--- src/rtl/reg_write_arbiter_pkg.sv ---
// ============================================================================
// reg_write_arbiter_pkg
// Shared selector encodings, default widths and round-robin index helpers.
// Revision: 1.0
// ============================================================================
`default_nettype none

package reg_write_arbiter_pkg;

  localparam int ADDR_W_DEFAULT = 5;
  localparam int DATA_W_DEFAULT = 32;

  localparam logic [1:0] SEL_RT   = 2'd0;
  localparam logic [1:0] SEL_RD   = 2'd1;
  localparam logic [1:0] SEL_LINK = 2'd2;

  // Modulo-3 addition of a requester index and an offset.
  function automatic logic [1:0] rr_add(input logic [1:0] base, input logic [1:0] off);
    logic [2:0] sum;
    sum = {1'b0, base} + {1'b0, off};
    return (sum >= 3'd3) ? 2'(sum - 3'd3) : sum[1:0];
  endfunction

  function automatic logic [1:0] rr_next(input logic [1:0] idx);
    return rr_add(idx, 2'd1);
  endfunction

endpackage

`default_nettype wire

--- src/rtl/reg_write_arbiter_rr_pick3.sv ---
// ============================================================================
// rr_pick3
// Picks the first occupied requester at or after rr_ptr, wrapping modulo 3.
// Revision: 1.0
// ============================================================================
`default_nettype none

module rr_pick3
  import reg_write_arbiter_pkg::*;
(
  input  logic [2:0] occ,
  input  logic [1:0] rr_ptr,
  output logic       gnt_valid,
  output logic [1:0] gnt_idx
);

  // Scan farthest offset first so the nearest occupied slot overrides.
  always_comb begin
    gnt_valid = 1'b0;
    gnt_idx   = SEL_RT;
    for (int k = 2; k >= 0; k--) begin
      if (occ[rr_add(rr_ptr, 2'(k))]) begin
        gnt_valid = 1'b1;
        gnt_idx   = rr_add(rr_ptr, 2'(k));
      end
    end
  end

endmodule

`default_nettype wire

--- src/rtl/reg_write_arbiter.sv ---
// ============================================================================
// reg_write_arbiter
// Three single-entry write buffers funnelled round-robin into one register port.
// Revision: 1.0
// ============================================================================
`default_nettype none

module reg_write_arbiter
  import reg_write_arbiter_pkg::*;
#(
  parameter int ADDR_W = ADDR_W_DEFAULT,
  parameter int DATA_W = DATA_W_DEFAULT
) (
  input  logic              clk,
  input  logic              rst_n,
  input  logic [2:0]        req_valid,
  output logic [2:0]        req_ready,
  input  logic [ADDR_W-1:0] req_addr0,
  input  logic [ADDR_W-1:0] req_addr1,
  input  logic [ADDR_W-1:0] req_addr2,
  input  logic [DATA_W-1:0] req_data0,
  input  logic [DATA_W-1:0] req_data1,
  input  logic [DATA_W-1:0] req_data2,
  output logic              wr_en,
  output logic [1:0]        wr_sel,
  output logic [ADDR_W-1:0] wr_addr,
  output logic [DATA_W-1:0] wr_data,
  output logic              busy
);

  logic [2:0]        r_vld;
  logic [ADDR_W-1:0] r_addr [3];
  logic [DATA_W-1:0] r_data [3];
  logic [1:0]        r_ptr;

  logic              w_gnt_valid;
  logic [1:0]        w_gnt_idx;
  logic [2:0]        w_gnt_oh;
  logic [ADDR_W-1:0] w_req_addr [3];
  logic [DATA_W-1:0] w_req_data [3];

  assign w_req_addr[0] = req_addr0;
  assign w_req_addr[1] = req_addr1;
  assign w_req_addr[2] = req_addr2;
  assign w_req_data[0] = req_data0;
  assign w_req_data[1] = req_data1;
  assign w_req_data[2] = req_data2;

  rr_pick3 u_pick (
    .occ       (r_vld),
    .rr_ptr    (r_ptr),
    .gnt_valid (w_gnt_valid),
    .gnt_idx   (w_gnt_idx)
  );

  assign w_gnt_oh  = w_gnt_valid ? (3'b001 << w_gnt_idx) : 3'b000;
  // A buffer being drained this cycle can refill on the same edge.
  assign req_ready = ~r_vld | w_gnt_oh;
  assign busy      = |r_vld;

  always_ff @(posedge clk or negedge rst_n) begin
    if (!rst_n) begin
      r_vld <= 3'b000;
      for (int i = 0; i < 3; i++) begin
        r_addr[i] <= '0;
        r_data[i] <= '0;
      end
    end else begin
      for (int i = 0; i < 3; i++) begin
        if (req_valid[i] && req_ready[i]) begin
          r_vld[i]  <= 1'b1;
          r_addr[i] <= w_req_addr[i];
          r_data[i] <= w_req_data[i];
        end else if (w_gnt_oh[i]) begin
          r_vld[i] <= 1'b0;
        end
      end
    end
  end

  // Register zero is architecturally fixed: consume the entry, suppress the strobe.
  always_ff @(posedge clk or negedge rst_n) begin
    if (!rst_n) begin
      r_ptr   <= SEL_RT;
      wr_en   <= 1'b0;
      wr_sel  <= SEL_RT;
      wr_addr <= '0;
      wr_data <= '0;
    end else if (w_gnt_valid) begin
      r_ptr   <= rr_next(w_gnt_idx);
      wr_en   <= |r_addr[w_gnt_idx];
      wr_sel  <= w_gnt_idx;
      wr_addr <= r_addr[w_gnt_idx];
      wr_data <= r_data[w_gnt_idx];
    end else begin
      wr_en <= 1'b0;
    end
  end

endmodule

`default_nettype wire

--- config.mk ---
export PLATFORM = sky130hd
export DESIGN_NAME = reg_write_arbiter
export DESIGN_NICKNAME = d
export VERILOG_FILES = /design/src/rtl/reg_write_arbiter_pkg.sv /design/src/rtl/reg_write_arbiter_rr_pick3.sv /design/src/rtl/reg_write_arbiter.sv
export SDC_FILE = /design/constraint.sdc
export NUM_CORES = 1
export LEC_CHECK = 0
export CORE_ASPECT_RATIO = 0.7
export CORE_MARGIN = 1.5
export CORE_UTILIZATION = 35
export DETAILED_ROUTE_END_ITERATION = 10
export GPL_TIMING_DRIVEN = 0
export PLACE_DENSITY_LB_ADDON = 0.08
export SYNTH_ARGS = -nofsm -noshare
export SYNTH_HDL_FRONTEND = slang
export SYNTH_HIERARCHICAL = 1
export SYNTH_SLANG_ARGS = --single-unit
--- constraint.sdc ---
create_clock -name clk -period 6.22 [get_ports clk]
set_clock_uncertainty 0.1 [all_clocks]
set_input_delay 0.933 -clock clk [delete_from_list [all_inputs] [get_ports clk]]
set_output_delay 0.933 -clock clk [all_outputs]
set_load 0.02 [all_outputs]
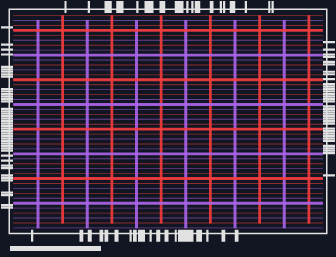
Fig. 1. Supply network.
Scale bar: 50 µm. Pins as bars on the die edge.
- red: VDD
- purple: VSS
- met4 straps: 12
- signal pins: 160
worst voltage drop across the vdd grid: 238 µV
core area: 20,000 µm²
floorplan die width: 174 µm
die height: 123 µm

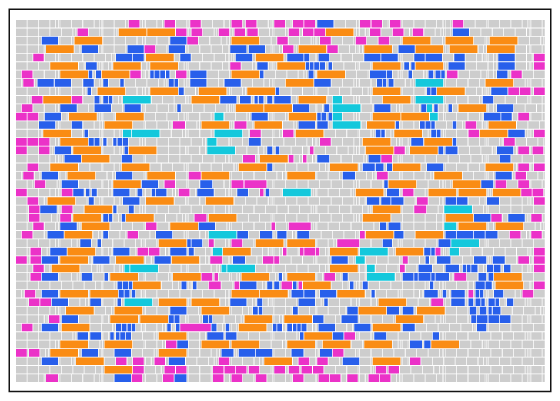
Fig. 2. Cells coloured by class.
Fill, decap, tap and diode cells in grey.
- blue: remaining logic cells (cells 341; share of their area 32%)
- cyan: clock drivers and dummy loads (cells 31; share of their area 5.7%)
- orange: registers (cells 156; share of their area 42%)
- magenta: remaining buffers and delay cells (cells 192; share of their area 20%)
flop share of the area: 40.4%
cell row count: 43
final core area utilization: 48.5%

==> summary.txt <==
Item: results of the latest flow run.

- The met1 wire length is 9100 µm.
- The relative area change from synthesis to final layout is 34.9%.
- The post-DP HPWL is 12,800 µm.
- The cell depth of the worst flop-to-flop path is 16.
- The largest registers in the layout are r_data: 96 flops, wr_data: 32 flops, r_addr: 15 flops.
- In the detailed route, the total length drawn on met2 is 8000 µm.
- The overall fraction of global-route tracks in use is between 10% and 20%.
- Entering global routing, the biggest net connects approximately 93 pins.
- The critical path contains buffers and inverters numbering 7 combined.
- The flow reported a cell area power density of 640 nW/µm².
- The critical path is of the reg -> out type.
- The number of global-route vias before repair is 4,994.
- The proportion of total power due to net switching is 38.3%.
- Setup repair after global routing left no endpoint under its margin.
- The total number of yosys warnings is 6.
- As reported, the later end of the worst-skew pair has a clock insertion delay of 0.42 ns.
- The data required time reported for the critical path is 5.19 ns.
- The hold-critical path endpoint is r_data[0].
- The capturing instance or port of the critical path is req_ready[2].
- The highest metal layer with signal wires is met4.
- The normalized max-slew margin is 43.1%.
- The share of total power dissipated in combinational logic is 53.8%.
- The instance tally after logic synthesis is 528.
- The tap cell count is 270.
- The number of multi-input combinational cells in the layout is 335.
- The run finished with clean final reports.
- The worst-case clock buffer depth is 2.
- For this run, the script counts the antenna cells in the layout as 1.
- In this run the critical register-to-register path is captured at r_data[30].
- Looking at the cell usage after synthesis, the top flip-flop cell is sky130_fd_sc_hd__dfrtp_1.
- The cell count after placement is 959.
- STA classifies the critical path endpoint as an output port.
- The share of synthesized area spent on multiplexers is 28.7%.
- The fmax is ~190 MHz.
- The quantity of gates resized following cts is 0.
- In the log, the iteration count for the first detailed-route pass is 4.
- The register with the most flip-flops is r_data.
- STA classifies the critical path startpoint as a register.
- The number of flip-flops in the largest register is 96.
- The routed design uses 1050 µm of met3 wire.
- The layout net count is 831.
- Internal power comes to around 3.8 mW.
- The first global-routing pass estimated 28,500 µm of wire.
- Per the final layout report, the fraction of cells sized above drive strength 1 comes to 22.2%.
- Per the layout area report, the register area comes to 3900 µm².
- The count of antenna-violating nets left after detailed routing is 0.
- The worst hold slack after final layout is between 0.3 and 0.4 ns.
- The worst hold path cell count is 1.
- The total cell area at the placement stage is just over 9000 µm².
Power and IR drop assume default switching activity.
